==> src/rtl/gf_inv_share_feeder.sv <==
// Front end of the 3-share masked GF(2^8) inverter. It splits each accepted byte into Boolean shares,
// feeds fresh LFSR randomness to the inverter and tracks which inverter outputs carry real data.
module gf_inv_share_feeder #(
    parameter logic [31:0] SEED = 32'hACE1_5EED
) (
    input  logic        clk,
    input  logic        rst,
    input  logic        in_valid,
    input  logic [7:0]  in_byte,
    output logic        in_ready,
    input  logic        seed_load,
    input  logic [31:0] seed,
    output logic [7:0]  sh1,
    output logic [7:0]  sh2,
    output logic [7:0]  sh3,
    output logic [3:0]  r1,
    output logic [3:0]  r2,
    output logic [3:0]  r3,
    output logic [3:0]  r4,
    output logic        sh_valid,
    output logic        out_valid
);

    logic [31:0] r_lfsr;
    logic [7:0]  r_sh1;
    logic [7:0]  r_sh2;
    logic [7:0]  r_sh3;
    logic [2:0]  r_vpipe;

    logic [31:0] w_lfsr_next;
    logic [31:0] w_seed_safe;
    logic        w_accept;
    logic [7:0]  w_data;
    logic [7:0]  w_m1;
    logic [7:0]  w_m2;

    // x^32+x^22+x^2+x+1, advanced 32 steps so every output bit is fresh each cycle
    function automatic logic [31:0] lfsr_adv32(input logic [31:0] s);
        logic [31:0] t;
        t = s;
        for (int i = 0; i < 32; i++) begin
            t = {t[30:0], t[31] ^ t[21] ^ t[1] ^ t[0]};
        end
        return t;
    endfunction

    assign in_ready    = ~seed_load;
    assign w_accept    = in_valid & ~seed_load;
    assign w_data      = w_accept ? in_byte : 8'h00;
    assign w_m1        = r_lfsr[7:0];
    assign w_m2        = r_lfsr[15:8];
    // An all-zero seed would lock the LFSR, so it is replaced by 1
    assign w_seed_safe = (seed == 32'h0000_0000) ? 32'h0000_0001 : seed;
    assign w_lfsr_next = seed_load ? w_seed_safe : lfsr_adv32(r_lfsr);

    always_ff @(posedge clk or negedge rst) begin
        if (!rst) begin
            r_lfsr  <= SEED;
            r_sh1   <= 8'h00;
            r_sh2   <= 8'h00;
            r_sh3   <= 8'h00;
            r_vpipe <= 3'b000;
        end else begin
            r_lfsr  <= w_lfsr_next;
            r_sh1   <= w_data ^ w_m1 ^ w_m2;
            r_sh2   <= w_m1;
            r_sh3   <= w_m2;
            r_vpipe <= {r_vpipe[1:0], w_accept};
        end
    end

    assign sh1       = r_sh1;
    assign sh2       = r_sh2;
    assign sh3       = r_sh3;
    assign r1        = r_lfsr[19:16];
    assign r2        = r_lfsr[23:20];
    assign r3        = r_lfsr[27:24];
    assign r4        = r_lfsr[31:28];
    assign sh_valid  = r_vpipe[0];
    // Two more stages line up with the inverter's internal registers
    assign out_valid = r_vpipe[2];

endmodule

==> config.mk <==
export PLATFORM = sky130hd
export DESIGN_NAME = gf_inv_share_feeder
export DESIGN_NICKNAME = d
export VERILOG_FILES = /design/src/rtl/gf_inv_share_feeder.sv
export SDC_FILE = /design/constraint.sdc
export NUM_CORES = 1
export LEC_CHECK = 0
export CAP_MARGIN = 20
export CELL_PAD_IN_SITES_DETAIL_PLACEMENT = 0
export CELL_PAD_IN_SITES_GLOBAL_PLACEMENT = 1
export CORE_MARGIN = 4
export CORE_UTILIZATION = 42
export CTS_CLUSTER_DIAMETER = 50
export DETAILED_ROUTE_END_ITERATION = 7
export HOLD_SLACK_MARGIN = 0.08
export PLACE_DENSITY_LB_ADDON = 0.1
export SYNTH_ARGS = -nofsm -noshare
export SYNTH_HDL_FRONTEND = slang
export SYNTH_SLANG_ARGS = --single-unit
export TNS_END_PERCENT = 100
==> constraint.sdc <==
create_clock -name clk -period 7.3 [get_ports clk]
set_input_delay 0.73 -clock clk [delete_from_list [all_inputs] [get_ports clk]]
set_output_delay 0.73 -clock clk [all_outputs]
set_load 0.02 [all_outputs]
==> notes.md <==
yosys + openroad results -> # rows 33, vias in the first global route between 2,000 and 2,500, post_cts resized 0, Async SR Flop Fraction 100%, worst slew pin tran roughly 0.97 ns, Bufs and invs on worst path 0, clk buf depth 2, Area leader share between 20% and 30%, clk_lat worst skew 0.33 ns, final worst path period share about half, TritonCTS Sinks between 50 and 60, hold_ws 0.354 ns, first-pass GRT wire length ~14,000 µm, Die Size about 10000 µm², Worst R2R Setup Slack 3.70 ns, most common logic cells in the final layout 85 x clkdlybuf4s50_1, 59 x xnor2_1, 40 x dfrtp_1, die width around 100 µm, ratio of cells with drive above 1 in the final layout 13.5%, area post-placement 4370 µm², r2r endpoint r_lfsr[1]$_DFF_PN0_, Cell area leaders dfrtp_1 28%, xnor2_1 15%, dfstp_2 14%, CORE AREA 8220 µm², DRC errors left 0, final std cells w/o fill approximately 470, initial DRC count 70, FILL cells 730, Max H-tree Level 3, worst hold path depth 0, Slew Viols, Final 0, CTS root buffer clkbuf_8, Fin. Hold Viols 0, Commonest flop dfrtp_1, flip-flops with a built-in enable 0, Post-Place Worst Slack 3.70 ns, synth warn 0, Rel. slew slack between 30% and 40%, Initial Utilization 43.0%, Crit Reg-Reg Startpoint r_lfsr[0]$_DFF_PN1_, placed cells 454, Final #Nets 404, # port buffers 86, CTS Hold Bufs 0, family with the most delay on the worst path XOR/XNOR gates, Reg2Reg Depth 7, Min-Delay Endpoint r_vpipe[2]$_DFF_PN0_, number of antenna-violating nets in the routed design 0, Core Util, Final 55.2%, Yosys chip area 3540 µm², critical path's slowest cell dfstp_2, Final Wtd Congestion 0.838, setup tns final 0 ns, post-synthesis sequential area ratio 42.4%, Synth cell types 29, I/O pin total 87, pin count of the biggest net entering global routing ~60, Synth-to-Final Area Change 28.2%, Setup CP Type register to register, most frequent logic cell in the layout clkdlybuf4s50_1, Syn Nets 331, unrepaired setup endpoints after global routing no, crit start category register, vias 2,219, Cells after Synth 287, GRT overflow 0, Antenna Cells 0, largest area contributor in the netlist dfrtp_1, Post-DP HPWL between 6000 and 7000 µm, worst-path cell chain xnor3_2, xnor3_2, xor3_2, xor2_4, xnor3_2, xnor3_1, a22o_2, drt pass-1 iters 4, #FFs+latches synth approximately 59, critical path required time 7.52 ns, Avg Cell Area, Syn 12.3 µm², clock-pin slew on the worst setup and hold paths 0.07 ns, status completed, Tmin final 3.60 ns, drt total wl between 8000 and 9000 µm, all-layer global routing usage 18.9%, DR vias/cell 4.73, post-route cell area 4530 µm², Hold Startpoint r_vpipe[1]$_DFF_PN0_, yosys cell count 287, die span in y approximately 100 µm, TritonCTS clock tree built, CP most frequent cell xnor3_2, final worst setup slack about 3.7 ns, Final setup viols 0, maxcap violations 0, fmax 278 MHz, Mapped Area 3540 µm², cts bufs inserted 9, critical path's largest stage delay 0.64 ns, worst min-delay path category register to register, tool warnings 26, Post-CTS Setup Inserts 0, initial antenna violation count 0, register area about 1500 µm², Worst setup EP type register, WP data arrival 3.82 ns, multi-input logic area approximately 1900 µm², crit-path max FO 8
==> final cells by class <==
type / count / share of cell area (%)
inverter: 2 / 0.166
sequential: 59 / 33.1
timing repair buffer: 88 / 19.2
clock buffer: 12 / 3.20
multi-input combinational: 200 / 41.1
tap: 105 / 2.90
clock inverter: 3 / 0.331
==> worst max-delay path by stage <==
stage,startpoint,endpoint,slack (ns),depth (start not counted)
floorplan,r_lfsr[0]$_DFF_PN1_,r_lfsr[1]$_DFF_PN0_,3.88,8
global placement,r_lfsr[0]$_DFF_PN1_,r_lfsr[1]$_DFF_PN0_,3.75,7
detailed placement,r_lfsr[0]$_DFF_PN1_,r_lfsr[1]$_DFF_PN0_,3.70,7
CTS,r_lfsr[0]$_DFF_PN1_,r_lfsr[1]$_DFF_PN0_,3.69,7
global route,r_lfsr[0]$_DFF_PN1_,r_lfsr[1]$_DFF_PN0_,3.59,7
finish,r_lfsr[0]$_DFF_PN1_,r_lfsr[1]$_DFF_PN0_,3.70,7
==> routing by layer <==
metal	wire, µm	vias up	GRT usage, %
li1	-	1076	-
met1	4130	1066	26.4
met2	4090	66	29.7
met3	429	11	3.61
met4	151	0	6.41
met5	0	-	0
==> logic make-up (layout without fill, tap and decap cells) <==
group                  Yosys count  in the layout  synth area share, %
buffers and inverters           28            105                 4.88
flip-flops                      59             59                 42.4
AND-OR/OR-AND                   32             32                 5.27
XOR/XNOR                       119            119                 41.4
AND/OR/NAND/NOR                 49             49                 6.08
==> cells in the mapped netlist, drive strengths merged (5+ instances only) <==
| master | number |
|---|---|
| a22o | 5 |
| buf | 17 |
| clkbuf | 9 |
| dfrtp | 40 |
| dfstp | 19 |
| nand2 | 34 |
| nor4 | 8 |
| o21ai | 25 |
| xnor2 | 61 |
| xnor3 | 21 |
| xor2 | 32 |
| xor3 | 5 |
==> sequential cells by signal (all words and copies together) (netlist names) <==
register and flops:
sh3 8, r_lfsr 32, r_vpipe 3, sh1 8
sh2 8
==> images/class_map.png <==
The bar under the picture is 20 µm long.
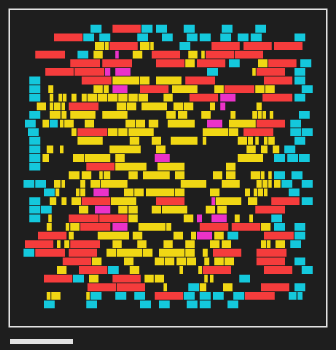
class	colour	cells
remaining logic cells	yellow	202
registers	red	59
clock drivers and dummy loads	magenta	15
remaining buffers and delay cells	cyan	88

==> images/clock_nets.png <==
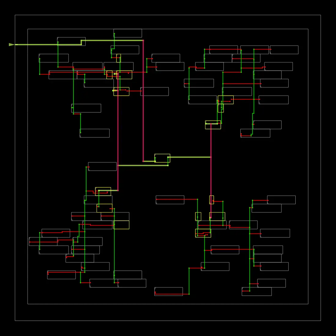
Worst Skew: 0.00603 ns
CLK BUF: 12

==> images/sizing.png <==
The bar under the picture is 20 µm long.
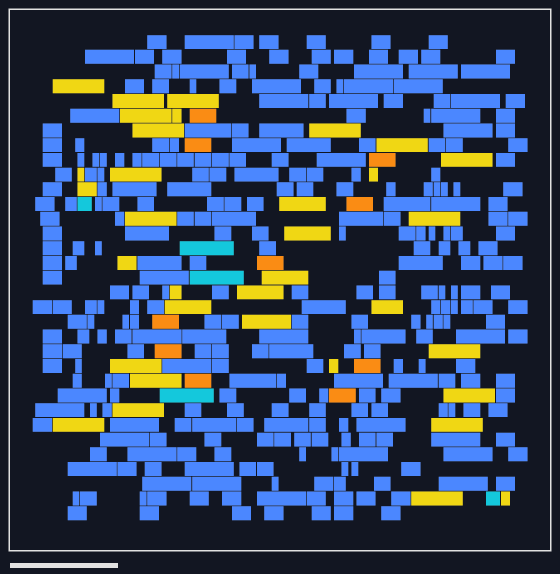
size	colour	cells
x1 and smaller	blue	315
x6 and larger	orange	10
x3 and x4	cyan	5
x2	yellow	34

==> images/clock_wires.png <==
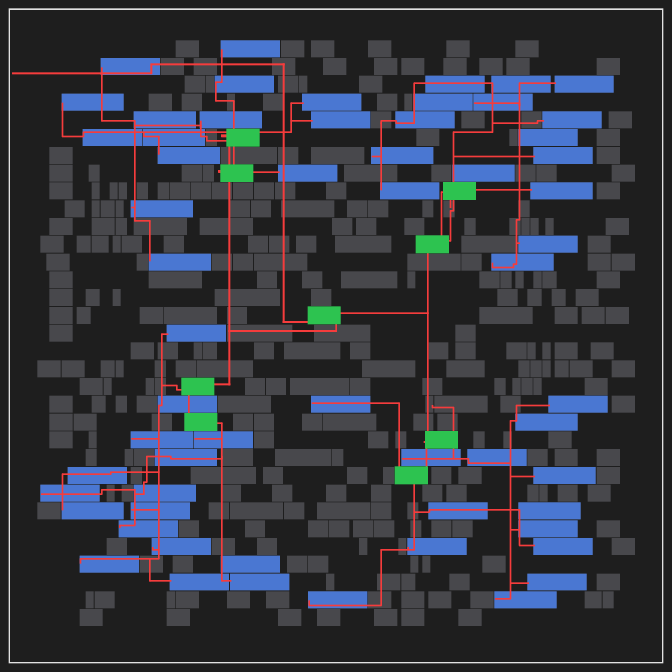
[clock wires] red | length: 847 µm
[clock-net drivers] green | count: 9
[flip-flops] blue | count: 59
routed clock nets	10
flops lie	all over the die

==> images/pinout.png <==
Pins as bars across the die edge, other pins in grey.
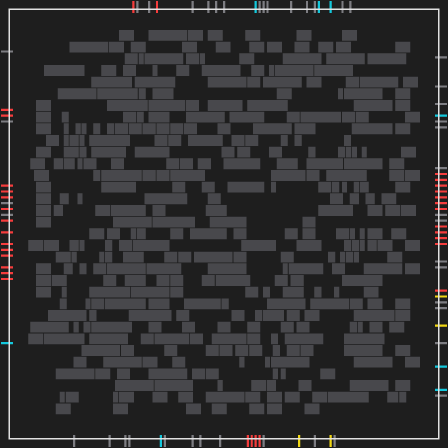
port	colour	pins	direction	edge
r1	yellow	4	output	2 right, 2 bottom
seed	red	32	input	14 left, 12 right, 4 bottom, 2 top
sh3	cyan	8	output	3 top, 3 right, 1 left, 1 bottom

